Signal wires on met1:
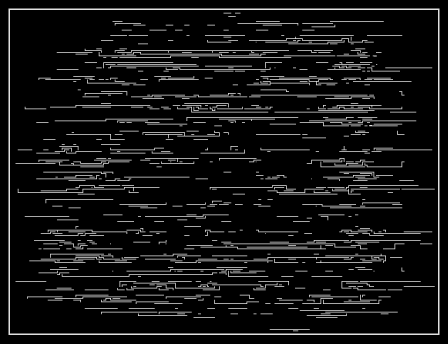
Metal 2:
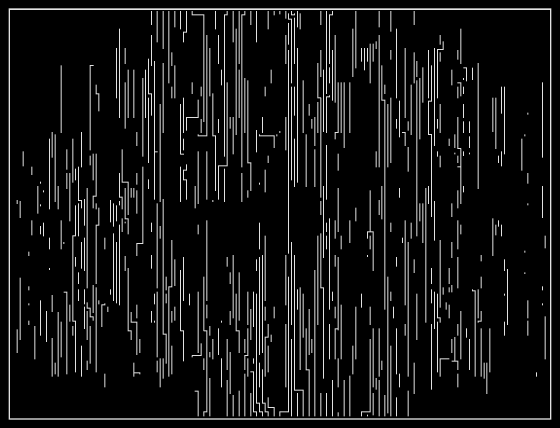
Met3 routing:
Bar = 20 um.
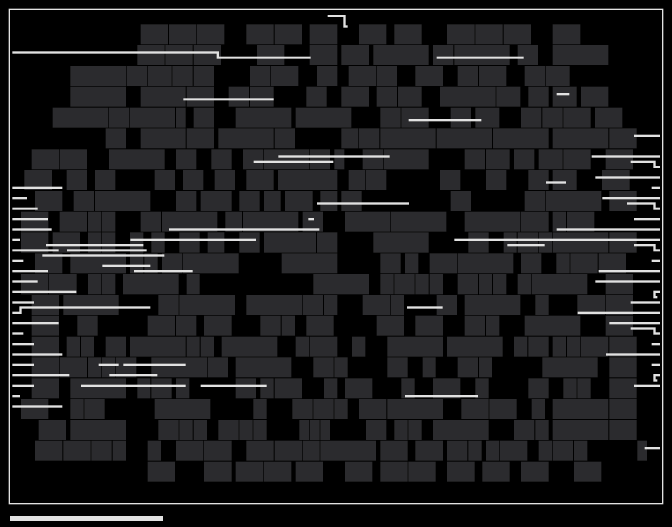
==> config.mk <==
export PLATFORM = sky130hd
export DESIGN_NAME = j1_io_wb_bridge
export DESIGN_NICKNAME = d
export VERILOG_FILES = /design/src/rtl/j1_io_wb_bridge.sv
export SDC_FILE = /design/constraint.sdc
export NUM_CORES = 1
export LEC_CHECK = 0
export CAP_MARGIN = 25
export CORE_ASPECT_RATIO = 0.75
export CORE_MARGIN = 1
export CORE_UTILIZATION = 45
export CTS_BUF_LIST = sky130_fd_sc_hd__clkbuf_4
export DETAILED_ROUTE_END_ITERATION = 7
export PLACE_DENSITY = 0.82
export SLEW_MARGIN = 25
export SYNTH_ARGS = -nofsm -noshare
export SYNTH_HDL_FRONTEND = slang
export SYNTH_SLANG_ARGS = --single-unit
==> constraint.sdc <==
create_clock -name clk -period 2.4 [get_ports clk]
set_input_delay 0.6 -clock clk [delete_from_list [all_inputs] [get_ports clk]]
set_output_delay 0.6 -clock clk [all_outputs]
set_load 0.01 [all_outputs]
==> results.py <==
# Flow results
metrics = {
    "worst_setup_path": {
        "worstSetupStartpointType": "register",
        "crit_type": "register to output port",
    },
    "final_timing": {
        "fin_crit_ps": 2200,
        "drv_slew": 0,
        "worst_pin_slew_ps": 714,
    },
    "routing": {
        "vias_per_cell": 5.55,
    },
    "synthesis": {
        "syn_nets": 302,
        "synthDistinctLibCells": 27,
        "syn-cell-area_sq_mm": 0.00233,
        "yosysWarnings": 0,
        "syn_area_per_cell_sq_um": 9.41,
        "ys_seq_frac": 0.438,
    },
    "finish": {
        "layout.cells.largest_class": "buffers",
        "num-nonclk-inverters": 2,
        "buffers": 114,
        "nClkBuffers": 6,
    },
    "run_status": {
        "status": "completed",
    },
    "die": {
        "fp.dieH_um": 64.4,
    },
    "clock_tree": {
        "h-tree-depth": 2,
        "cts_root_buf": "clkbuf_4",
        "clockBufferDepth": 2,
    },
    "global_route": {
        "overflow": 0,
        "grt_pass1_wl_mm": 9.96,
        "grt_use_total": 0.229,
    },
    "job": {
        "warnings": 26,
        "maxCapViolCount": 0,
    },
    "power_and_ir_drop": {
        "peakVddDrop_mv": 0.372,
    },
}
-- 'signal wires on met1' (at the start) --
The longest straight run is 31.3 um. The layer carries 2810 um of wire. The wires run mostly horizontal.
Routed WL: 6.12 mm
grt met1 use: 0.320
vias: 2202

-- 'metal 2' (at the start) --
The longest straight run is 33.0 um. The wires run mostly vertical.
GRT met2 Usage: 0.356

-- 'met3 routing' (at the start) --
The layer holds 8.1% of the routed length. 64 nets have wire on it. The layer carries 497 um of wire. The wires run mostly horizontal. The longest straight run is 26.7 um.
GR Util met3: 0.0543

[report_power, final]
| part | total [W] | leakage (nW) | switching, W | internal (W) |
|---|---|---|---|---|
| Combinational | 0.000447 | 0.711 | 0.000205 | 0.000242 |
| Sequential | 0.000932 | 0.419 | 0.0000306 | 0.000902 |
| Clock | 0.000387 | 0.0317 | 0.000262 | 0.000125 |
[cell usage after synthesis (all sizes together)]
cell type / instances / area [sq um]
clkbuf: 14 / 58.8
nor2b: 4 / 25.0
and2: 1 / 6.26
a21boi: 49 / 368
o211ai: 16 / 120
o21ai: 33 / 165
buf: 19 / 141
nor3b: 2 / 26.3
o41ai: 16 / 185
nand2: 1 / 3.75
nand3: 32 / 160
nor2: 3 / 13.8
conb: 1 / 3.75
nand2b: 1 / 6.26
inv: 2 / 7.50
or2: 1 / 6.26
dfxtp: 51 / 1020
a22oi: 1 / 7.51
and2b: 1 / 7.51
[stage by stage]
step                      cell area (sq um)  setup slack, ps   util  std cells
after floorplan                        2330              808      -        248
after global placement                 3330              374  0.676        389
after detailed placement               3330              311  0.676        389
after CTS                              3390             76.3  0.688        397
after global routing                   3390             92.0  0.688        397
final                                  3390              200  0.688        397
[per-layer routing]
| metal | wire, um | vias to the layer above |
|---|---|---|
| met4 | 34 | 0 |
| met3 | 497 | 4 |
| li1 | - | 1086 |
| met2 | 2780 | 98 |
| met1 | 2810 | 1014 |
| met5 | 0 | - |
[worst max-delay path: stages (launching register included)]
cell and delay (ps):
dfxtp_2 440, nor2_4 60, inv_2 150, clkdlybuf4s50_1 580
[cells by family after synthesis]
logic type / synth area share
DFF: 0.438
AOI/OAI and AO/OA: 0.362
and+or+nand+nor: 0.109
other: 0.00161
buffers and inverters: 0.0890
No activity file was given, so power comes from the tool's default toggle rates.
